### The metal 1 layer, run 1

(6 px per µm) Supply wires on this layer in gray. Cells faint in the background.
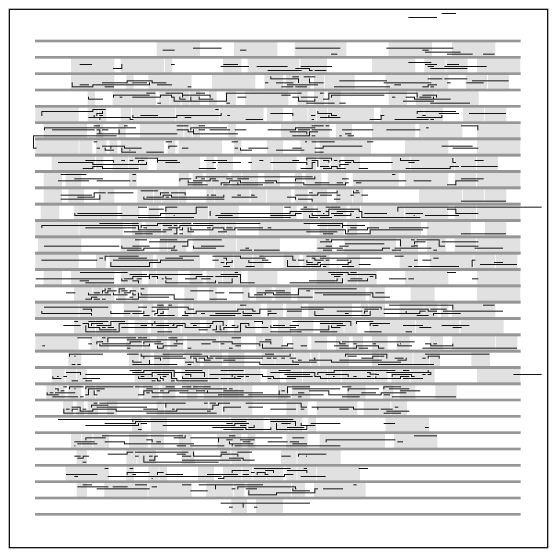
### Cell density map, run 1

(4 px per µm) 9 x 9 tiles, from dark blue (low) to red (high), 0 to 100% covered.
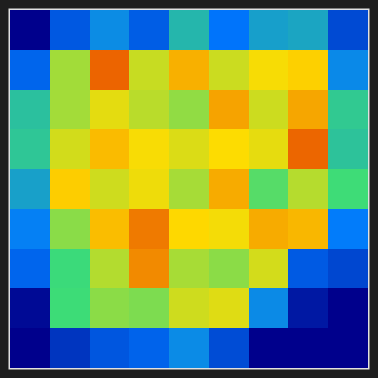
### Nets reached from selected ports, run 1

(3 px per µm)
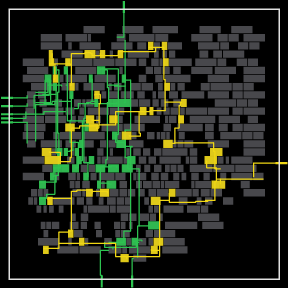
==> src/rtl/spi_frame_ctrl_if.sv <==
// Bus bundle between spi_frame_ctrl, the SPI serdes and the parameter memory.
//   spi_SSEL_sync : synchronized slave select, active low
//   dataReady     : one-cycle pulse, rxShiftReg holds a full word
//   rxShiftReg    : received word
//   txData/load   : next word for the serdes and its latch pulse
//   mem_*         : single-port memory, read data one cycle after mem_re
// master = controller side, slave = serdes/memory side.
interface spi_frame_ctrl_if #(
    parameter int unsigned PACKET_WIDTH = 8,
    parameter int unsigned ADDR_WIDTH   = 8
);
    logic                    spi_SSEL_sync;
    logic                    dataReady;
    logic [PACKET_WIDTH-1:0] rxShiftReg;
    logic [PACKET_WIDTH-1:0] txData;
    logic                    load;
    logic [ADDR_WIDTH-1:0]   mem_addr;
    logic [PACKET_WIDTH-1:0] mem_wdata;
    logic                    mem_we;
    logic                    mem_re;
    logic [PACKET_WIDTH-1:0] mem_rdata;

    modport master (
        input  spi_SSEL_sync,
        input  dataReady,
        input  rxShiftReg,
        input  mem_rdata,
        output txData,
        output load,
        output mem_addr,
        output mem_wdata,
        output mem_we,
        output mem_re
    );

    modport slave (
        output spi_SSEL_sync,
        output dataReady,
        output rxShiftReg,
        output mem_rdata,
        input  txData,
        input  load,
        input  mem_addr,
        input  mem_wdata,
        input  mem_we,
        input  mem_re
    );
endinterface

==> src/rtl/spi_frame_ctrl.sv <==
// Frame-level SPI controller: decodes command/address words of a
// chip-select-delimited frame into auto-incrementing memory reads and writes,
// and queues read data (or status/zero words) into the serdes via load.
// Ports:
//   clk, rst  : clock, synchronous active-high reset
//   bus       : spi_frame_ctrl_if.master (serdes + memory signals)
//   err_count : saturating count of frames with an unknown command
module spi_frame_ctrl #(
    parameter int unsigned PACKET_WIDTH = 8,
    parameter int unsigned ADDR_WIDTH   = 8
) (
    input  logic                    clk,
    input  logic                    rst,
    spi_frame_ctrl_if.master        bus,
    output logic [PACKET_WIDTH-1:0] err_count
);

    localparam logic [PACKET_WIDTH-1:0] CMD_READ  = PACKET_WIDTH'(1);
    localparam logic [PACKET_WIDTH-1:0] CMD_WRITE = PACKET_WIDTH'(2);
    localparam logic [PACKET_WIDTH-1:0] ERR_MAX   = {PACKET_WIDTH{1'b1}};

    typedef enum logic [2:0] {
        S_IDLE,
        S_CMD,
        S_ADDR,
        S_WRITE,
        S_READ,
        S_DISCARD
    } state_t;

    state_t                  state;
    logic                    ssel_q;
    logic                    is_read;
    logic [ADDR_WIDTH-1:0]   addr_q;
    logic                    rd_wait;
    logic [PACKET_WIDTH-1:0] tx_data_q;
    logic                    load_q;
    logic [ADDR_WIDTH-1:0]   mem_addr_q;
    logic [PACKET_WIDTH-1:0] mem_wdata_q;
    logic                    mem_we_q;
    logic                    mem_re_q;

    logic                    ssel_fall_c;
    logic [ADDR_WIDTH-1:0]   rx_addr_c;
    logic [ADDR_WIDTH-1:0]   addr_inc_c;

    assign ssel_fall_c = ssel_q && !bus.spi_SSEL_sync;
    assign rx_addr_c   = bus.rxShiftReg[ADDR_WIDTH-1:0];
    assign addr_inc_c  = addr_q + ADDR_WIDTH'(1);

    // Frame FSM with all outputs registered
    always_ff @(posedge clk) begin
        if (rst) begin
            state       <= S_IDLE;
            // track SSEL through reset so an already-low select is not an edge
            ssel_q      <= bus.spi_SSEL_sync;
            is_read     <= 1'b0;
            addr_q      <= '0;
            rd_wait     <= 1'b0;
            tx_data_q   <= '0;
            load_q      <= 1'b0;
            mem_addr_q  <= '0;
            mem_wdata_q <= '0;
            mem_we_q    <= 1'b0;
            mem_re_q    <= 1'b0;
            err_count   <= '0;
        end else begin
            ssel_q   <= bus.spi_SSEL_sync;
            load_q   <= 1'b0;
            mem_we_q <= 1'b0;
            mem_re_q <= 1'b0;

            // read pipeline: mem_re -> mem_rdata valid -> load
            rd_wait <= mem_re_q;
            if (rd_wait) begin
                load_q    <= 1'b1;
                tx_data_q <= bus.mem_rdata;
            end

            case (state)
                S_IDLE: begin
                    if (ssel_fall_c) begin
                        // status byte goes out while the command word comes in
                        load_q    <= 1'b1;
                        tx_data_q <= err_count;
                        state     <= S_CMD;
                    end
                end

                S_CMD: begin
                    if (bus.dataReady) begin
                        load_q    <= 1'b1;
                        tx_data_q <= '0;
                        if (bus.rxShiftReg == CMD_READ) begin
                            is_read <= 1'b1;
                            state   <= S_ADDR;
                        end else if (bus.rxShiftReg == CMD_WRITE) begin
                            is_read <= 1'b0;
                            state   <= S_ADDR;
                        end else begin
                            if (err_count != ERR_MAX) begin
                                err_count <= err_count + PACKET_WIDTH'(1);
                            end
                            state <= S_DISCARD;
                        end
                    end
                end

                S_ADDR: begin
                    if (bus.dataReady) begin
                        addr_q <= rx_addr_c;
                        if (is_read) begin
                            mem_addr_q <= rx_addr_c;
                            mem_re_q   <= 1'b1;
                            state      <= S_READ;
                        end else begin
                            load_q    <= 1'b1;
                            tx_data_q <= '0;
                            state     <= S_WRITE;
                        end
                    end
                end

                S_WRITE: begin
                    if (bus.dataReady) begin
                        mem_we_q    <= 1'b1;
                        mem_addr_q  <= addr_q;
                        mem_wdata_q <= bus.rxShiftReg;
                        addr_q      <= addr_inc_c;
                        load_q      <= 1'b1;
                        tx_data_q   <= '0;
                    end
                end

                S_READ: begin
                    // each word clocked out prefetches the next address
                    if (bus.dataReady) begin
                        addr_q     <= addr_inc_c;
                        mem_addr_q <= addr_inc_c;
                        mem_re_q   <= 1'b1;
                    end
                end

                S_DISCARD: begin
                    if (bus.dataReady) begin
                        load_q    <= 1'b1;
                        tx_data_q <= '0;
                    end
                end

                default: begin
                    state <= S_IDLE;
                end
            endcase

            // SSEL release closes the frame; a word arriving in the same cycle
            // has already been committed above, but no new read or load goes out
            if (state != S_IDLE && bus.spi_SSEL_sync) begin
                state    <= S_IDLE;
                load_q   <= 1'b0;
                mem_re_q <= 1'b0;
                rd_wait  <= 1'b0;
            end
        end
    end

    assign bus.txData    = tx_data_q;
    assign bus.load      = load_q;
    assign bus.mem_addr  = mem_addr_q;
    assign bus.mem_wdata = mem_wdata_q;
    assign bus.mem_we    = mem_we_q;
    assign bus.mem_re    = mem_re_q;

endmodule
==> src/flat_wrapper.sv <==
// flat-port wrapper written by rule: the top's interface ports become plain ports
module spi_frame_ctrl_flat 
#(
    parameter int unsigned PACKET_WIDTH = 8,
    parameter int unsigned ADDR_WIDTH   = 8
)
  (clk, rst, err_count, bus_spi_SSEL_sync, bus_dataReady, bus_rxShiftReg, bus_mem_rdata, bus_txData, bus_load, bus_mem_addr, bus_mem_wdata, bus_mem_we, bus_mem_re);
  spi_frame_ctrl_if #(.PACKET_WIDTH(PACKET_WIDTH), .ADDR_WIDTH(ADDR_WIDTH)) bus_i ();
  input  logic clk;
  input  logic rst;
  output logic [PACKET_WIDTH-1:0] err_count;
  input wire logic [$bits(bus_i.spi_SSEL_sync)-1:0] bus_spi_SSEL_sync;
  input wire logic [$bits(bus_i.dataReady)-1:0] bus_dataReady;
  input wire logic [$bits(bus_i.rxShiftReg)-1:0] bus_rxShiftReg;
  input wire logic [$bits(bus_i.mem_rdata)-1:0] bus_mem_rdata;
  output wire logic [$bits(bus_i.txData)-1:0] bus_txData;
  output wire logic [$bits(bus_i.load)-1:0] bus_load;
  output wire logic [$bits(bus_i.mem_addr)-1:0] bus_mem_addr;
  output wire logic [$bits(bus_i.mem_wdata)-1:0] bus_mem_wdata;
  output wire logic [$bits(bus_i.mem_we)-1:0] bus_mem_we;
  output wire logic [$bits(bus_i.mem_re)-1:0] bus_mem_re;
  assign bus_i.spi_SSEL_sync = bus_spi_SSEL_sync;
  assign bus_i.dataReady = bus_dataReady;
  assign bus_i.rxShiftReg = bus_rxShiftReg;
  assign bus_i.mem_rdata = bus_mem_rdata;
  assign bus_txData = bus_i.txData;
  assign bus_load = bus_i.load;
  assign bus_mem_addr = bus_i.mem_addr;
  assign bus_mem_wdata = bus_i.mem_wdata;
  assign bus_mem_we = bus_i.mem_we;
  assign bus_mem_re = bus_i.mem_re;
  spi_frame_ctrl #(.PACKET_WIDTH(PACKET_WIDTH), .ADDR_WIDTH(ADDR_WIDTH)) u_core (.clk(clk), .rst(rst), .bus(bus_i), .err_count(err_count));
endmodule
==> config.mk <==
export PLATFORM = sky130hd
export DESIGN_NAME = spi_frame_ctrl_flat
export DESIGN_NICKNAME = d
export VERILOG_FILES = /design/src/rtl/spi_frame_ctrl_if.sv /design/src/rtl/spi_frame_ctrl.sv /design/src/flat_wrapper.sv
export SDC_FILE = /design/constraint.sdc
export NUM_CORES = 1
export LEC_CHECK = 0
export CORE_MARGIN = 4
export CORE_UTILIZATION = 40
export DETAILED_ROUTE_END_ITERATION = 16
export GPL_TIMING_DRIVEN = 1
export PLACE_DENSITY_LB_ADDON = 0.25
export SLEW_MARGIN = 15
export SYNTH_ARGS = -nofsm -noshare
export SYNTH_HDL_FRONTEND = slang
export SYNTH_SLANG_ARGS = --single-unit
==> constraint.sdc <==
create_clock -name clk -period 1.7 [get_ports clk]
set_input_delay 0.34 -clock clk [delete_from_list [all_inputs] [get_ports clk]]
set_output_delay 0.34 -clock clk [all_outputs]
set_load 0.1 [all_outputs]
==> out/results.txt, run 1 <==
Count of cell types in the netlist - 62
Layout area overhead - 53.37%
Crit path buffers/inverters - 2
First-pass GRT wire length - 12.85 mm
Critical Path Source Type - input port
Clk_skew - 0.01101 ns
Ordered cell list for the critical path - clkdlybuf4s50_1, and4bb_2, o211ai_1, buf_4, o31ai_1, a21oi_2
Critical path class - in -> reg
Fraction of registers with async set or reset after synthesis - 0
Initial antenna violation count - 0
CP Capture Point - u_core.err_count[5]
Final Max Tran Viols - 0
Die height - 89.49 µm
Hold Buf Count CTS - 0
Hold EP - u_core.ssel_q
Yosys chip area - 2656 µm²
Std cell rows - 29
Yosys warns - 0
Chip area - 8008 µm²
Crit path max fanout - 4
Clk sinks - 49
Commonest flop - dfxtp_1
Area of the mapped netlist - 2656 µm²
Vias per cell - 5.792
Wire length on met1 - 3.313 mm
Grt met3 use - 0.04147
Slowest cell on crit path - clkdlybuf4s50_1
Avg Inst Size Synth - 8.353 µm²
Outcome - complete, no violations
P_leak - 1.482 nW
Share of cells above drive strength 1 - 0.2946
RR Startpoint - u_core.state[0]
Routed wl met2 - 3.754 mm
Final cell count without fillers - 481
Dpl ws - -0.4286 ns
RSZ-0062 raised after global routing - no
Synth Seq Share - 0.3693
Back to the opening pictures, 'The metal 1 layer':
The layer holds 43% of the routed length. The wires run mostly horizontal. The longest straight run is 39.1 µm. The layer carries 3310 µm of wire. 356 nets have wire on it.
WL final: 7.773 mm
M1 GR Usage: 0.2593
vias: 2786

Back to the opening pictures, 'Cell density map':
The emptiest ninth of the die: bottom right. The mean over all tiles is 50%. The densest ninth of the die: middle.
Core Box Area: 6386 µm²
Util after Layout: 0.6379
floorplan utilization: 0.4159

Back to the opening pictures, 'Nets reached from selected ports':
Key: `rst` = yellow [bits 1, direction input, edge right, end cells 41, buffers 3, wire 402 µm]; `bus_rxShiftReg` = green [bits 8, direction input, edge 5 left, 2 bottom, 1 top, end cells 37, buffers 16, wire 640 µm]
Top Ports: 55
port buffer count: 54

-- run 1: logic make-up (layout without fill, tap and decap cells) --
family                     after synthesis  after routing  synth area share
and+or+nand+nor                        116            116            0.2412
AOI/OAI and AO/OA                      111            111            0.2826
DFF                                     49             49            0.3693
buffers and inverters                   28            114           0.04993
muxes                                   10             10           0.03815
adders and majority gates                2              2          0.009419
xor gates and xnor gates                 2              2          0.009423
-- run 1: cell usage after synthesis, types with 5 or more instances --
cell,number,area [µm²]
nand2b_1,9,56.30
nand2_1,37,138.9
mux2i_1,9,90.09
a311oi_1,6,52.55
nand3_1,9,45.04
dfxtp_1,49,980.9
o2bb2ai_1,9,78.83
a21oi_1,37,185.2
o21ai_0,17,85.08
buf_2,10,50.05
inv_1,6,22.52
and3_1,5,31.28
or3_1,5,31.28
nor2_1,15,56.30
clkbuf_1,8,30.03
-- run 1: repair_timing --
item,4_1_cts,5_1_grt
buffers inserted,2,0
pin swaps,2,2
setup endpoints to repair,22,8
resized,13,10
-- run 1: where the power goes --
part	total, mW	switching, mW	internal [mW]
sequential	1.26	0.0704	1.19
combinational	0.890	0.491	0.399
clock	0.870	0.427	0.443
-- run 1: layout make-up --
class / count / area, µm² / share of cell area
Inverter: 6 / 22.52 / 0.005528
Clock buffer: 6 / 72.57 / 0.01781
Sequential cell: 49 / 1015 / 0.2491
Clock inverter: 2 / 38.79 / 0.009521
Tap cell: 77 / 96.34 / 0.02365
Multi-Input combinational cell: 241 / 1568 / 0.3848
Timing Repair Buffer: 100 / 1261 / 0.3096
-- run 1: flip-flops by register name (all words and copies together) (netlist names), 3 cells and up --
name	count
u_core.addr_q	8
u_core.bus.mem_addr	8
u_core.bus.mem_wdata	8
u_core.bus.txData	8
u_core.err_count	8
u_core.state	3
==> run 2: changes to the inputs <==
--- a/config.mk
+++ b/config.mk
@@ -5,7 +5,7 @@
 export SDC_FILE = /design/constraint.sdc
 export NUM_CORES = 1
 export LEC_CHECK = 0
-export CORE_MARGIN = 4
+export CORE_MARGIN = 5
 export CORE_UTILIZATION = 40
 export DETAILED_ROUTE_END_ITERATION = 16
 export GPL_TIMING_DRIVEN = 1
### Cell classes on the final placement, run 2

(4 px per µm)
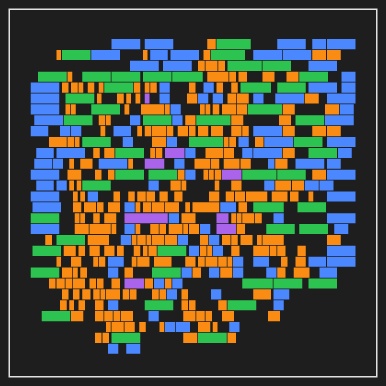
Key: remaining buffers and delay cells = blue [cells 108, share of their area 33%]; clock drivers and dummy loads = purple [cells 8, share of their area 2.7%]; registers = green [cells 49, share of their area 25%]; remaining logic cells = orange [cells 248, share of their area 40%]
Core Box Area: 6422 µm²
post-route design area: 4175 µm²
std cell rows: 29

==> out/results.txt, run 2 <==
Clock group power - 0.846 mW
Sw Pwr - 0.9804 mW
Final cell count without fillers - 490
Dpl ws - -0.4674 ns
Leading area contributor after synthesis - dfxtp_1
RR Startpoint - u_core.state[1]
Grt met3 use - 0.03636
Final Max Tran Viols - 0
Wire length on met1 - 3.491 mm
Ordered cell list for the critical path - and4bb_2, o211ai_1, or4_4, a21oi_2
Count of cell types in the netlist - 62
Leading power group - sequential cells
Post-synth top cells - 49 x dfxtp_1, 37 x a21oi_1, 37 x nand2_1
Top cells by area - dfxtp_1 37%, a21oi_1 7.0%, nand2_1 5.2%, mux2i_1 3.4%, o21ai_0 3.2%
First-pass GRT wire length - 12.97 mm
P_leak - 1.575 nW
Share of cells above drive strength 1 - 0.3196
Area of the mapped netlist - 2656 µm²
Hold Buf Count CTS - 0
Util after Layout - 0.6501
RSZ-0062 raised after global routing - yes
Largest type area fraction - 0.3693
Pint - 2.048 mW
Layout area overhead - 57.18%
Combinational power - 0.938 mW
Vias per cell - 5.820
WL final - 8.095 mm
Port buffer count - 54
Vias - 2852
Avg Inst Size Synth - 8.353 µm²
Comb pwr share - 0.310
Floorplan utilization - 0.4136
Count leader, synth - dfxtp_1
CTS clock-pin slew for the worst setup and hold paths - 0.09 ns
Routed wl met2 - 3.841 mm
Sequential share of power - 0.411
Yosys warns - 0
Sequential group power - 1.24 mW
Top Ports - 55
Crit path buffers/inverters - 0
M1 GR Usage - 0.2471
Tool warning count - 28
Initial antenna violation count - 0
Switching share of power - 0.3237
Fraction of registers with async set or reset after synthesis - 0
Commonest flop - dfxtp_1
Critical path class - reg -> reg
Critical Path Source Type - flop
Outcome - complete, no violations
Chip area - 8370 µm²
Slowest cell on crit path - or4_4
Yosys chip area - 2656 µm²
### Nets reached from selected ports, run 2

(3 px per µm)
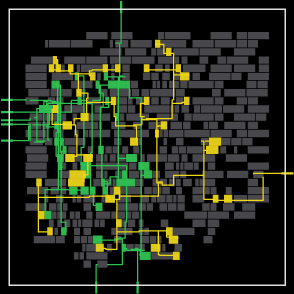
Key: `bus_rxShiftReg` = green [bits 8, direction input, edge 5 left, 2 bottom, 1 top, end cells 37, buffers 16, wire 670 µm]; `rst` = yellow [bits 1, direction input, edge right, end cells 41, buffers 5, wire 443 µm]

[run 2: netlist changes by cell type in the layout (fill, tap and decap cells not counted), moves of 2 or more]
cell            before  now
buf_12              37   35
buf_4               43   49
buf_6                1    4
dlygate4sd2_1        7    0
dlymetal6s2s_1       2    8
nor4_1               3    1
nor4_2               0    2
[run 2: repair_timing]
| action | in CTS | in global routing |
|---|---|---|
| endpoints found under the setup margin | 10 | 32 |
| endpoints found under the hold margin | 0 | 0 |
| setup buffers | 1 | 7 |
| resized | 5 | 24 |
| pin swaps | 4 | 5 |
| gates cloned | 1 | 0 |
[run 2: final cells by class]
class                           instances  area, µm²
Fill cell                             504       2247
Tap cell                               77      96.34
Timing Repair Buffer                  108       1329
Inverter                                6      22.52
Clock inverter                          2      38.79
Sequential cell                        49       1012
Multi-Input combinational cell        242       1604
Clock buffer                            6      72.57
[run 2: through the flow]
step | cell area [µm²] | total power, mW
6_report | 4175 | 3.028
4_1_cts | 4051 | 2.985
5_1_grt | 4175 | 3.157
2_1_floorplan | 2685 | 1.800
3_3_place_gp | 3908 | 2.121
3_5_place_dp | 3908 | 2.135
[run 2: final timing paths]
kind                                                 to  slack [ns]  cells past startpoint
worst max register to register      u_core.err_count[5]        0.04                      4
worst max-delay path                u_core.err_count[5]        0.04                      4
worst min register to register  u_core.bus.mem_wdata[7]        0.50                      2
worst min-delay path                      u_core.ssel_q        0.27                      1
[run 2: kinds of logic (layout without fill, tap and decap cells)]
family          count (synthesis)  in the layout  share of synthesized area
buf+inv                        28            122                    0.04993
fa+ha+maj                       2              2                   0.009419
compound gates                111            111                     0.2826
xor+xnor                        2              2                   0.009423
mux                            10             10                    0.03815
flops                          49             49                     0.3693
simple gates                  116            117                     0.2412
Power and IR drop assume default switching activity.
